## config.mk

```make
export PLATFORM = sky130hd
export DESIGN_NAME = morse_sequencer
export DESIGN_NICKNAME = d
export VERILOG_FILES = /design/src/rtl/morse_sequencer.sv
export SDC_FILE = /design/constraint.sdc
export NUM_CORES = 1
export LEC_CHECK = 0
export CORE_MARGIN = 4
export CORE_UTILIZATION = 55
export CTS_CLUSTER_DIAMETER = 50
export DETAILED_ROUTE_END_ITERATION = 10
export HOLD_SLACK_MARGIN = 0.12
export MAX_ROUTING_LAYER = met4
export PLACE_DENSITY = 0.78
export SLEW_MARGIN = 15
export SYNTH_ARGS = -nofsm -noshare
export SYNTH_HDL_FRONTEND = slang
export SYNTH_SLANG_ARGS = --single-unit
export TNS_END_PERCENT = 50
```

## constraint.sdc

```tcl
create_clock -name clk_i -period 2.25 [get_ports clk_i]
set_input_delay 0.225 -clock clk_i [delete_from_list [all_inputs] [get_ports clk_i]]
set_output_delay 0.225 -clock clk_i [all_outputs]
set_load 0.02 [all_outputs]
```

## src/rtl/morse_sequencer.sv

```systemverilog
// Morse keyer: sequences dot/dash marks and element/char/word gaps in whole unit ticks,
// with a one-entry skid buffer. Define MORSE_ABORT_EN to add the abort_i input.
module morse_sequencer #(
  parameter int unsigned DASH_UNITS     = 3,
  parameter int unsigned CHAR_GAP_UNITS = 3,
  parameter int unsigned WORD_GAP_UNITS = 7,
  parameter int unsigned MAX_LEN        = 6,
  parameter int unsigned CNT_W          = 3
) (
  input  logic               clk_i,
  input  logic               rst_ni,
  input  logic               unit_i,
`ifdef MORSE_ABORT_EN
  input  logic               abort_i,
`endif
  input  logic               char_valid_i,
  output logic               char_ready_o,
  input  logic [2:0]         char_len_i,
  input  logic [MAX_LEN-1:0] char_bits_i,
  output logic               laser_o,
  output logic               busy_o,
  output logic               char_done_o
);

  typedef enum logic [2:0] {
    StIdle, StAlign, StMark, StGapElem, StGapChar, StGapWord
  } state_e;

  localparam logic [CNT_W-1:0] CntOne  = CNT_W'(1);
  localparam logic [CNT_W-1:0] CntDash = CNT_W'(DASH_UNITS);
  localparam logic [CNT_W-1:0] CntChar = CNT_W'(CHAR_GAP_UNITS);
  localparam logic [CNT_W-1:0] CntWord = CNT_W'(WORD_GAP_UNITS - CHAR_GAP_UNITS);
  localparam logic [2:0]       LenMax  = 3'(MAX_LEN);

  state_e               state_q, state_d;
  logic [CNT_W-1:0]     cnt_q, cnt_d;
  logic [2:0]           idx_q, idx_d;
  logic [2:0]           cur_len_q, cur_len_d;
  logic [MAX_LEN-1:0]   cur_bits_q, cur_bits_d;
  logic                 pend_valid_q, pend_valid_d;
  logic [2:0]           pend_len_q, pend_len_d;
  logic [MAX_LEN-1:0]   pend_bits_q, pend_bits_d;
  logic                 laser_q, laser_d;
  logic                 done_q, done_d;
  logic                 unit_q;

  logic                 tick;
  logic                 accept;
  logic                 consume;
  logic                 last_cnt;
  logic [2:0]           nxt_idx;
  state_e               start_state;
  logic [CNT_W-1:0]     start_cnt;
  logic                 start_laser;

  assign tick     = unit_i & ~unit_q;
  assign accept   = char_valid_i & ~pend_valid_q;
  assign last_cnt = (cnt_q == CntOne);
  assign nxt_idx  = idx_q + 3'd1;

  // First element (or word gap) of whatever sits in the buffer.
  always_comb begin
    start_state = StMark;
    start_cnt   = pend_bits_q[0] ? CntDash : CntOne;
    start_laser = 1'b1;
    if (pend_len_q == 3'd0) begin
      start_state = StGapWord;
      start_cnt   = CntWord;
      start_laser = 1'b0;
    end
  end

  always_comb begin
    state_d      = state_q;
    cnt_d        = cnt_q;
    idx_d        = idx_q;
    cur_len_d    = cur_len_q;
    cur_bits_d   = cur_bits_q;
    pend_valid_d = pend_valid_q;
    pend_len_d   = pend_len_q;
    pend_bits_d  = pend_bits_q;
    laser_d      = laser_q;
    done_d       = 1'b0;
    consume      = 1'b0;

    unique case (state_q)
      StIdle: begin
        if (pend_valid_q) state_d = StAlign;
      end
      StAlign: begin
        if (tick) consume = 1'b1;
      end
      StMark: begin
        if (tick) begin
          if (last_cnt) begin
            laser_d = 1'b0;
            if (nxt_idx < cur_len_q) begin
              state_d = StGapElem;
              cnt_d   = CntOne;
            end else begin
              state_d = StGapChar;
              cnt_d   = CntChar;
            end
          end else begin
            cnt_d = cnt_q - CntOne;
          end
        end
      end
      StGapElem: begin
        if (tick) begin
          if (last_cnt) begin
            idx_d   = nxt_idx;
            state_d = StMark;
            laser_d = 1'b1;
            cnt_d   = cur_bits_q[nxt_idx] ? CntDash : CntOne;
          end else begin
            cnt_d = cnt_q - CntOne;
          end
        end
      end
      StGapChar, StGapWord: begin
        if (tick) begin
          if (last_cnt) begin
            done_d = 1'b1;
            if (pend_valid_q) consume = 1'b1;
            else              state_d = StIdle;
          end else begin
            cnt_d = cnt_q - CntOne;
          end
        end
      end
      default: state_d = StIdle;
    endcase

    // Chaining straight from a gap keeps exact spacing for back-to-back characters.
    if (consume) begin
      state_d      = start_state;
      cnt_d        = start_cnt;
      laser_d      = start_laser;
      idx_d        = 3'd0;
      cur_len_d    = pend_len_q;
      cur_bits_d   = pend_bits_q;
      pend_valid_d = 1'b0;
    end

    if (accept) begin
      pend_valid_d = 1'b1;
      pend_len_d   = (char_len_i > LenMax) ? LenMax : char_len_i;
      pend_bits_d  = char_bits_i;
    end

`ifdef MORSE_ABORT_EN
    if (abort_i) begin
      state_d      = StIdle;
      laser_d      = 1'b0;
      pend_valid_d = 1'b0;
      done_d       = 1'b0;
    end
`endif
  end

  always_ff @(posedge clk_i or negedge rst_ni) begin
    if (!rst_ni) begin
      state_q      <= StIdle;
      cnt_q        <= '0;
      idx_q        <= '0;
      cur_len_q    <= '0;
      cur_bits_q   <= '0;
      pend_valid_q <= 1'b0;
      pend_len_q   <= '0;
      pend_bits_q  <= '0;
      laser_q      <= 1'b0;
      done_q       <= 1'b0;
      unit_q       <= 1'b0;
    end else begin
      state_q      <= state_d;
      cnt_q        <= cnt_d;
      idx_q        <= idx_d;
      cur_len_q    <= cur_len_d;
      cur_bits_q   <= cur_bits_d;
      pend_valid_q <= pend_valid_d;
      pend_len_q   <= pend_len_d;
      pend_bits_q  <= pend_bits_d;
      laser_q      <= laser_d;
      done_q       <= done_d;
      unit_q       <= unit_i;
    end
  end

  assign char_ready_o = ~pend_valid_q;
  assign laser_o      = laser_q;
  assign busy_o       = (state_q != StIdle) | pend_valid_q;
  assign char_done_o  = done_q;

endmodule

```

==> GITHUB_STEP_SUMMARY, run 1 <==
### Metrics collected by this job

| Metric | Value |
|---|---|
| Status | completed |
| Leading cell kind | flip-flops and latches |
| Main logic family | simple AND/OR/NAND/NOR gates |
| Layout Utilization | 0.685 |
| Logic Gate Count | 103 |
| Sequential share of power | 0.414 |
| GRT Residual Overflow | 0 |
| First-pass GRT wire length | between 5 and 6 mm |
| Hpwl dp | about 2.3 mm |
| Clk sink count | 31 |
| Synth Flop Type | dfrtp_1 |
| RSZ-0062 raised after global routing | no |
| Routed wire length | about 3.1 mm |
| Fmax | 482 MHz |
| Pwr top | sequential cells |
| Avg Cell Area, Syn | 10.8 um^2 |
| Adder Share, Synth | 0.0396 |
| IO Pins | 17 |
| Synth warnings | 0 |
| Post-route ant nets | 0 |
| FF/Latch Area | 776 um^2 |
| Root Buffer | clkbuf_4 |
| Num CTS Buffers | 5 |
| Period Utilization, post-route | 0.921 |
| Final Hold Fails | 0 |
| Worst Setup EP | cnt_q[1] |
| Top cells by instance count after synthesis | dfrtp_1, mux2_2, nand2_1, o21ai_0, inv_1 |
| Residual DRC count | 0 |
| Ant diodes | 0 |
| Met3 Use GR | 0.0482 |
| Cell Type Count | 38 |
| Cell taking the most area after synthesis | dfrtp_1 |
| WS Path Type | flip-flop to flip-flop |
| Crit path launch type | flip-flop |
| Top sig layer | met4 |
| Core Footprint | approximately 2800 um^2 |
| Chip area | 3800 um^2 |
| Syn nets | 165 |
| Final Instance Area | 1890 um^2 |
| Cell count after placement | 194 |
| Total iterations of the first detailed-routing run | 4 |
| Metal-1 WL | 1.27 mm |
| Mux cell area share after synthesis | 0.137 |
| Top flop regs | cur_bits_q x6, pend_bits_q x6 |
| Via count | 1211 |
| DIE WIDTH | about 60 um |
| Most frequent logic cell in the layout | dfrtp_1 |
| Non-clk buf share | 0.105 |
| Ratio of cells with drive above 1 in the final layout | 0.199 |
| Clock transition at the registers of the reported paths | 0.10 ns |
| Finished Layout Cells | just over 200 |
| Critical Path, Cell by Cell | ha_1, xnor2_2, inv_1, ha_1, a21oi_1, o21ai_2, a311oi_1, o31ai_1 |
| Yosys cell count | 147 |
| Period minus WS final | just over 2 ns |
| Min-delay worst type | input pin to asynchronous set/reset pin |
| Number of enable flip-flop cells | 0 |
| Most frequent cell after synthesis | dfrtp_1 |
| Buffers added on ports | 16 |
| Placed cell areas | 1790 um^2 |
| Grt met2 use | 0.297 |
| Place WS | roughly 0.026 ns |
| GPL Wtd Cong | 0.800 |
| Seq share, synth | 0.491 |
| Post-Synth AOI/OAI Area | 0.123 |
| Vias in the first global route | 1166 |
**Run 1: signal wires on met1**

The bar under the picture is 20 um long. Supply wires on this layer in grey.
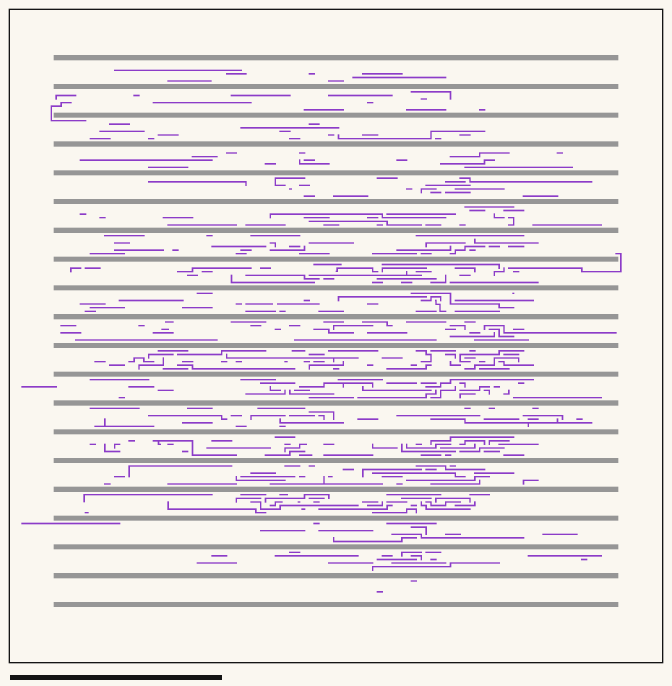
nets with wire on the layer	167
wire length on this layer	1270 um
longest straight run	13.3 um
main direction	horizontal
share of all routed wire	42%

**Run 1: cell classes on the final placement**

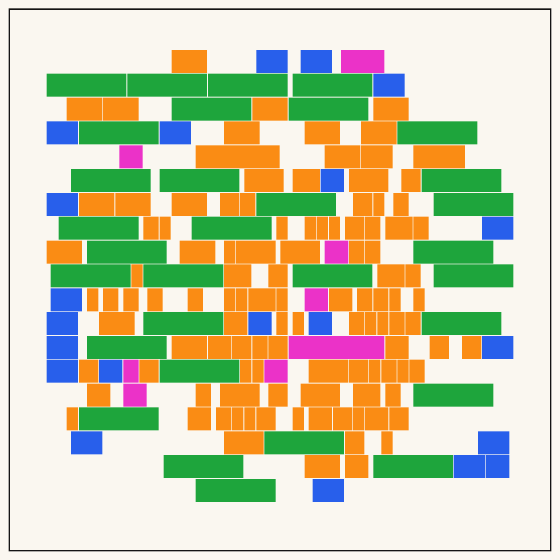
colour	class	cells	share of their area
blue	other buffers and delay cells	21	11%
green	flops	31	42%
orange	combinational and other logic	111	43%
magenta	clock drivers and dummy loads	8	4.7%

**Run 1: congestion heat map**

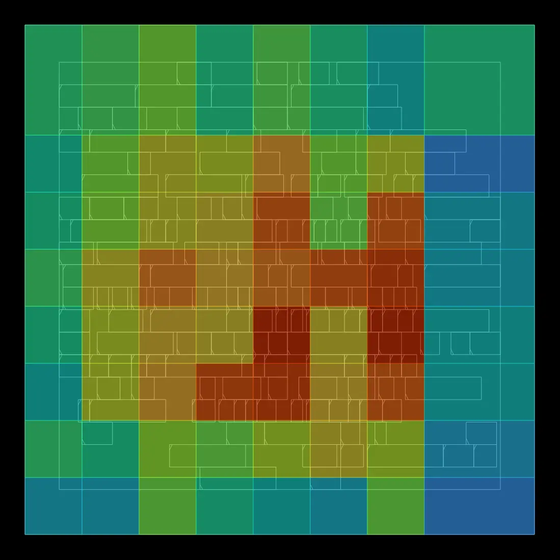
Total GRT Usage: 0.187
M1 GR Usage: 0.217

==> run 2: changes to the inputs <==
--- a/config.mk
+++ b/config.mk
@@ -7,7 +7,6 @@
 export LEC_CHECK = 0
 export CORE_MARGIN = 4
 export CORE_UTILIZATION = 55
-export CTS_CLUSTER_DIAMETER = 50
 export DETAILED_ROUTE_END_ITERATION = 10
 export HOLD_SLACK_MARGIN = 0.12
 export MAX_ROUTING_LAYER = met4
==> constraint.sdc (replaced) <==
create_clock -name clk_i -period 2.1 [get_ports clk_i]
set_input_delay 0.21 -clock clk_i [delete_from_list [all_inputs] [get_ports clk_i]]
set_output_delay 0.21 -clock clk_i [all_outputs]
set_load 0.02 [all_outputs]
**Run 2: signal wires on met1**

The bar under the picture is 20 um long. Supply wires on this layer in grey.
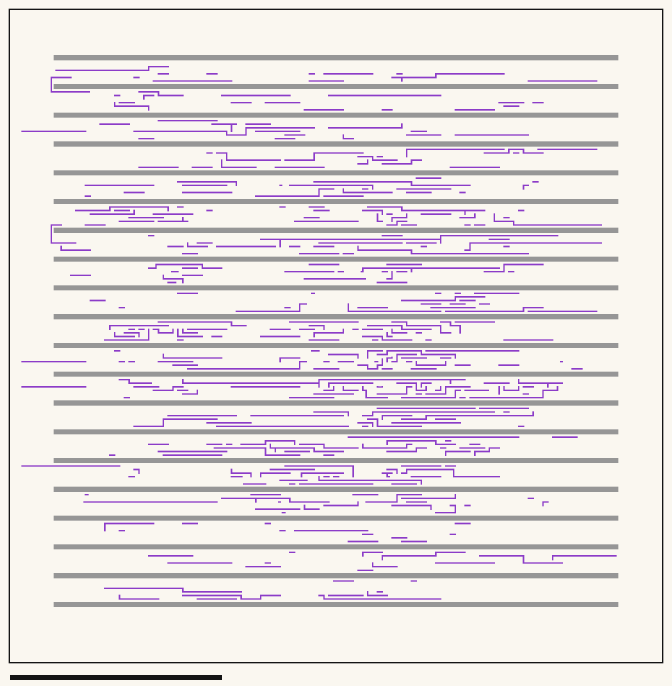
nets with wire on the layer	176
main direction	horizontal
share of all routed wire	43%
wire length on this layer	1360 um

==> GITHUB_STEP_SUMMARY, run 2 <==
### Metrics collected by this job

| Metric | Value |
|---|---|
| Status | completed |
| Non-CTS buffers | 24 |
| Fmax | 492 MHz (+2.0%) |
| Metal3 WL | 181 um |
| Init Core Util | 0.574 |
| Wire length on met2 | 1.54 mm |
| Buffers added on ports | 16 (unchanged) |
| TAP cells | 31 |
| Routed wire length | 3.19 mm (+4.3%) |
| Core Footprint | 2760 um^2 (unchanged) |
| Cell taking the most area after synthesis | dfrtp_1 |
| H-tree lvl count | 2 |
| Post-route ant nets | 0 (unchanged) |
| Total iterations of the first detailed-routing run | 4 (unchanged) |
| Hpwl dp | 2.35 mm (+4.2%) |
| Ratio of cells with drive above 1 in the final layout | 0.224 (+0.0253) |
| Largest cells by area after synthesis | dfrtp_1, mux2_2, ha_1 |
| Period minus WS final | 2.03 ns (-0.0403 ns) |
| Worst-Margin Slew | 0.427 ns |
| Most frequent cell after synthesis | dfrtp_1 |
| Post-synthesis register bit count | 31 |
| P&R area growth vs syn | 20.6% |
| Placed cell areas | 1810 um^2 (+0.84%) |
| Root Buffer | clkbuf_4 |
| Metal-1 WL | 1.36 mm (+7.0%) |
| Post-synth top area share | 0.491 |
| Tool Warnings | 28 |
| Residual DRC count | 0 (unchanged) |
| GPL Wtd Cong | 0.831 (+3.8%) |
| Most frequent cells in the layout | dfrtp_1, mux2_2, clkdlybuf4s50_1, nand2_1, o21ai_0 |
| Busiest grt layer | met2 |
| Main logic family | simple AND/OR/NAND/NOR gates |
| Clock transition at the registers of the reported paths | 0.09 ns (about the same) |
| Clk_skew | 0.00340 ns |
| Critical Path, Cell by Cell | ha_1, xnor2_2, inv_1, ha_1, nand2_1, o21ai_2, nand4_1, o21ai_0, o21ai_0 |
| Share of flip-flops with an asynchronous set or reset | 1.00 |
| Via/cell ratio | roughly 5.9 |
| Place WS | -0.0613 ns (-0.0878 ns) |
| Sequential share of power | 0.408 (-0.006) |
| Layout Utilization | 0.692 (+0.00681) |
| Worst Setup EP | state_q[1] |
| Period Utilization, post-route | 0.968 (+0.0466) |
| Vias in the first global route | 1199 (+2.8%) |
| Synth warnings | 0 (unchanged) |
| Syn nets | 165 (unchanged) |
| Ant diodes | 0 (unchanged) |
| Min-delay worst type | input pin to asynchronous set/reset pin |
| Fraction of power spent switching nets | 0.374 |
| Final Hold Fails | 0 (unchanged) |
| Clk sink count | 31 (unchanged) |
| M1 GR Usage | 0.231 (+0.0140) |
| Final-layout clock buffer total | 7 |
| Final #Nets | 191 |
| Critical R2R Capture | state_q[1] |
| Number of enable flip-flop cells | 0 (unchanged) |
| Pwr Density | 1340 nW/um^2 |
| Worst Setup Slack, final | 0.0670 ns |
| Met3 Use GR | 0.0629 (+0.0147) |
| Leakage power | 0.829 nW |
| Leading cell kind | flip-flops and latches |
| Seq area share | 0.407 |
| Total power | 2.55 mW |
| Fillers | 224 |
| Final setup fails | 0 |
| WS Path Type | flip-flop to flip-flop |
| Clock share of power | 0.158 |
| FF/Latch Area | 776 um^2 (unchanged) |
| Internal power | approximately 1.6 mW |
| Non-clk buf share | 0.115 (+0.0108) |
| IO Pins | 17 (unchanged) |
| GRT Residual Overflow | 0 (unchanged) |
| Grt met2 use | 0.320 (+0.0224) |
| Total GRT Usage | 0.203 (+0.0155) |
| Most frequent logic cell in the layout | dfrtp_1 |
| First-pass GRT wire length | 5.28 mm (+4.4%) |
| Seq share, synth | 0.491 (unchanged) |
| P_sw | around 960 uW |
| Num CTS Buffers | 5 (unchanged) |
| Mux cell area share after synthesis | 0.137 (unchanged) |
| Crit path launch type | flip-flop |
| Avg Cell Area, Syn | 10.8 um^2 (unchanged) |
| Pwr top | combinational cells |
| Adder Share, Synth | 0.0396 (unchanged) |
| Chip area | 3800 um^2 (unchanged) |
| XOR Share, Synth | 0.0166 |
| Synth Flop Type | dfrtp_1 |
| Yosys cell count | 147 (unchanged) |
| Top cells by instance count after synthesis | dfrtp_1, mux2_2, nand2_1, o21ai_0, inv_1 |
| RSZ-0062 raised after global routing | yes |
| Synthesized cell area | 1580 um^2 |
| Top flop regs | cur_bits_q x6, pend_bits_q x6 |
| Crit-path max cell delay | about 0.4 ns |
| DIE HEIGHT | roughly 62 um |
| Top Family by Delay on Critical Path | adder cells |
| Cell Type Count | 38 (unchanged) |
| CP Capture Type | flip-flop |
| Post-Synth AOI/OAI Area | 0.123 (unchanged) |
| Logic Gate Count | 103 (unchanged) |
| Top sig layer | met4 |
| Finished Layout Cells | 205 (+1.5%) |
| Cell count after placement | 196 (+1.0%) |
| Final Instance Area | 1910 um^2 (+0.99%) |
| Post-CTS Setup Bufs | 0 |
| R2r startpoint | idx_q[0] |
| Final Max Slew Viols | 0 |
| Reg2reg path depth | 9 |
| TNS Setup | 0 ns |
| DIE WIDTH | 61.6 um (unchanged) |
| Max VDD drop | 0.000838 V |
| Drt first-iter violations | 36 |
| Yosys stat area | 1580 um^2 |
| Via count | 1203 (-0.66%) |
==> run 3: changes to the inputs <==
--- a/config.mk
+++ b/config.mk
@@ -5,7 +5,6 @@
 export SDC_FILE = /design/constraint.sdc
 export NUM_CORES = 1
 export LEC_CHECK = 0
-export CORE_MARGIN = 4
 export CORE_UTILIZATION = 55
 export DETAILED_ROUTE_END_ITERATION = 10
 export HOLD_SLACK_MARGIN = 0.12
**Run 3: congestion heat map**

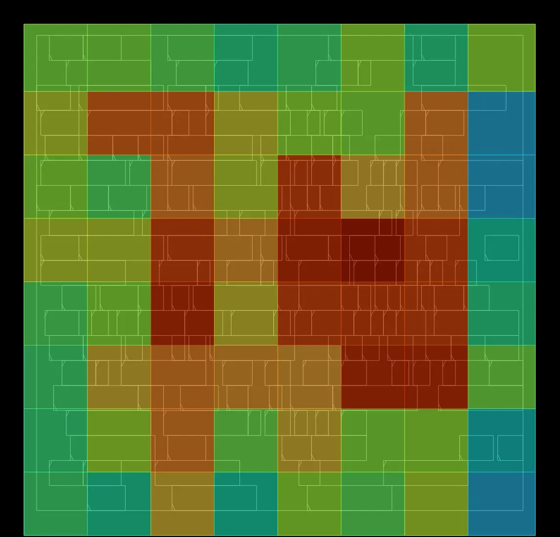
Total GRT Usage: 0.233
Wirelength per Cell: 15.6 um
met3 Use GR: 0.0814

==> GITHUB_STEP_SUMMARY, run 3 <==
### Metrics collected by this job

| Metric | Value |
|---|---|
| DIE WIDTH | 55.6 um (-9.7%) |
| Clock share of power | 0.160 (+0.002) |
| H-tree lvl count | 2 (unchanged) |
| Init Core Util | 0.578 (+0.00499) |
| Post-CTS Setup Bufs | 0 (unchanged) |
| Seq share, synth | 0.491 (unchanged) |
| Post-synth top area share | 0.491 (unchanged) |
| Via/cell ratio | 6.01 (+2.5%) |
| M1 GR Usage | 0.248 (+0.0169) |
| Cell taking the most area after synthesis | dfrtp_1 |
| Main logic family | simple AND/OR/NAND/NOR gates |
| Busiest grt layer | met2 |
| Synth warnings | 0 (unchanged) |
| Ratio of cells with drive above 1 in the final layout | 0.229 (+0.00443) |
| Crit path launch type | flip-flop |
| Synth Flop Type | dfrtp_1 |
| IO Pins | 17 (unchanged) |
| Drt first-iter violations | 54 (+50%) |
| Number of enable flip-flop cells | 0 (unchanged) |
| Chip area | 3090 um^2 (-19%) |
| Top sig layer | met4 |
| Vias in the first global route | 1222 (+1.9%) |
| DIE HEIGHT | 55.6 um (-9.7%) |
| Worst path depth | 9 |
| Top flop regs | cur_bits_q x6, pend_bits_q x6 |
| Post-route ant nets | 0 (unchanged) |
| Pwr top | combinational cells |
| Routed wire length | 3.21 mm (+0.56%) |
| Most frequent cell after synthesis | dfrtp_1 |
| Buffers added on ports | 16 (unchanged) |
| Non-clk buf share | 0.119 (+0.00339) |
| Top cells by instance count after synthesis | dfrtp_1, mux2_2, nand2_1, o21ai_0, inv_1 |
| Largest cells by area after synthesis | dfrtp_1, mux2_2, ha_1 |
| Cell count after placement | 196 (unchanged) |
| Syn nets | 165 (unchanged) |
| Sequential share of power | 0.413 (+0.005) |
| Final Hold Fails | 0 (unchanged) |
| Root Buffer | clkbuf_4 |
| Min-delay worst type | input pin to asynchronous set/reset pin |
| Core Footprint | 2730 um^2 (-0.86%) |
| Worst-Margin Slew | 0.393 ns (-0.0340 ns) |
| Clk_skew | 0.0205 ns (+0.0171 ns) |
| Period minus WS final | 2.12 ns (+0.0883 ns) |
| Total iterations of the first detailed-routing run | 4 (unchanged) |
| Yosys stat area | 1580 um^2 (unchanged) |
| Fraction of power spent switching nets | 0.377 (+0.00300) |
| Synthesized cell area | 1580 um^2 (unchanged) |
| Layout Utilization | 0.701 (+0.00922) |
| Final-layout clock buffer total | 7 (unchanged) |
| Hpwl dp | 2.28 mm (-3.0%) |
| Most frequent cells in the layout | dfrtp_1, mux2_2, clkdlybuf4s50_1, nand2_1, o21ai_0 |
| Worst Setup EP | state_q[0] |
| Final Instance Area | 1920 um^2 (+0.46%) |
| Residual DRC count | 0 (unchanged) |
| Placed cell areas | 1810 um^2 (unchanged) |
| P_sw | 967 uW (+1.3%) |
| Non-CTS buffers | 25 (+4.2%) |
| Failing checks | negative setup slack |
| Ant diodes | 0 (unchanged) |
| TAP cells | 31 (unchanged) |
| Fmax | 471 MHz (-4.2%) |
| Status | finished, violations left |
| Num CTS Buffers | 5 (unchanged) |
| Worst Setup Slack, final | -0.0213 ns (-0.0883 ns) |
| Reg2reg path depth | 9 (unchanged) |
| Logic power comb | 1.10 mW |
| Pwr Density | 1340 nW/um^2 (about the same) |
| RSZ-0062 raised after global routing | yes |
| Logic Gate Count | 103 (unchanged) |
| Final #Nets | 192 (+0.52%) |
| Total power | 2.57 mW (+0.45%) |
| GPL Wtd Cong | 0.848 (+2.1%) |
| Wire length on met2 | 1.65 mm (+6.7%) |
| Via count | 1239 (+3.0%) |
| Final Max Slew Viols | 0 (unchanged) |
| Max VDD drop | 0.000966 V (+15%) |
| Leading cell kind | flip-flops and latches |
| Mux cell area share after synthesis | 0.137 (unchanged) |
| Fillers | 205 (-8.5%) |
| Critical R2R Capture | state_q[0] |
| WS Path Type | flip-flop to flip-flop |
| Tool Warnings | 28 (unchanged) |
| XOR Share, Synth | 0.0166 (unchanged) |
| Adder Share, Synth | 0.0396 (unchanged) |
| Share of flip-flops with an asynchronous set or reset | 1.00 (unchanged) |
| Grt met2 use | 0.392 (+0.0725) |
| First-pass GRT wire length | 5.31 mm (+0.66%) |
| Place WS | 0.0401 ns (+0.101 ns) |
| Most frequent logic cell in the layout | dfrtp_1 |
| Critical Path, Cell by Cell | ha_1, xnor2_2, inv_1, ha_1, a21oi_1, o21ai_2, o211ai_1, a21oi_1, nor3_1 |
| Seq area share | 0.405 (-0.00186) |
| Finished Layout Cells | 206 (+0.49%) |
| Crit-path max cell delay | 0.41 ns (+0.02 ns) |
| GRT Residual Overflow | 0 (unchanged) |
| Avg Cell Area, Syn | 10.8 um^2 (unchanged) |
| Final setup fails | 1 (+1) |
| Metal3 WL | 203 um (+12%) |
| Leakage power | 0.832 nW (+0.41%) |
| Post-Synth AOI/OAI Area | 0.123 (unchanged) |
| Clk sink count | 31 (unchanged) |
| Clock transition at the registers of the reported paths | 0.11 ns (+0.02 ns) |
| TNS Setup | -0.0213 ns (-0.0213 ns) |
| Top Family by Delay on Critical Path | AND-OR/OR-AND gates |
| Yosys cell count | 147 (unchanged) |
| P&R area growth vs syn | 21.2% |
| FF/Latch Area | 776 um^2 (unchanged) |
| R2r startpoint | idx_q[0] |

==> layout pictures side by side <==
Signal wires on met2.
(a)
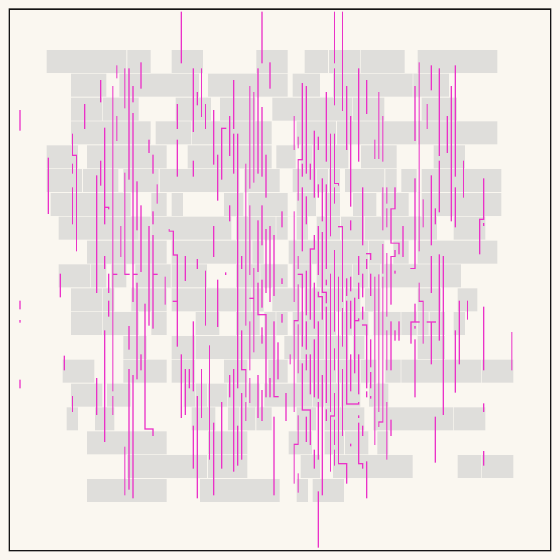
(b)
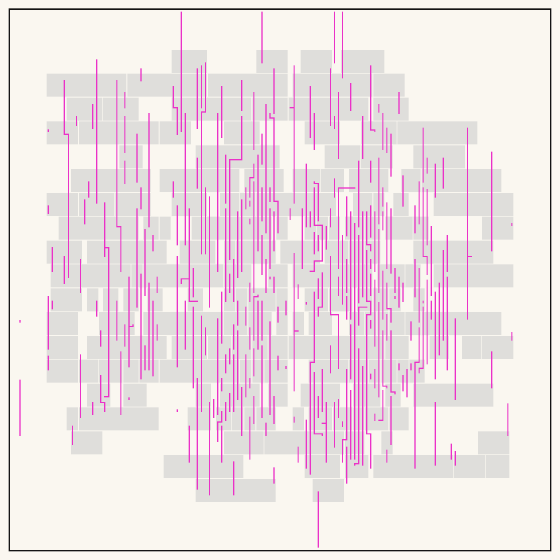
(c)
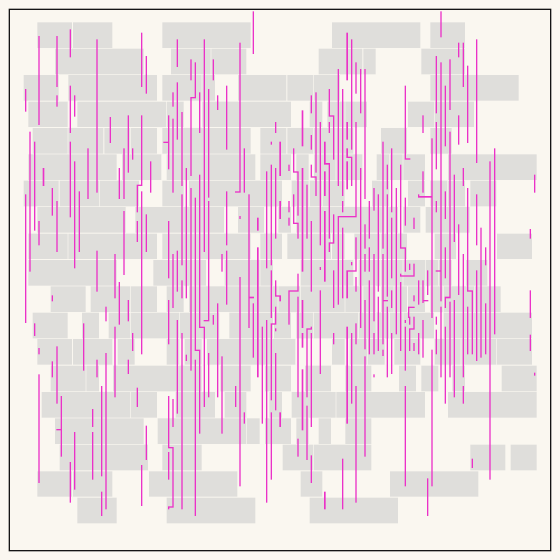
(b) -> run 1
(a) -> run 2
(c) -> run 3

Key to (b):
main direction	vertical
longest straight run	26.9 um

Power and IR drop assume default switching activity.
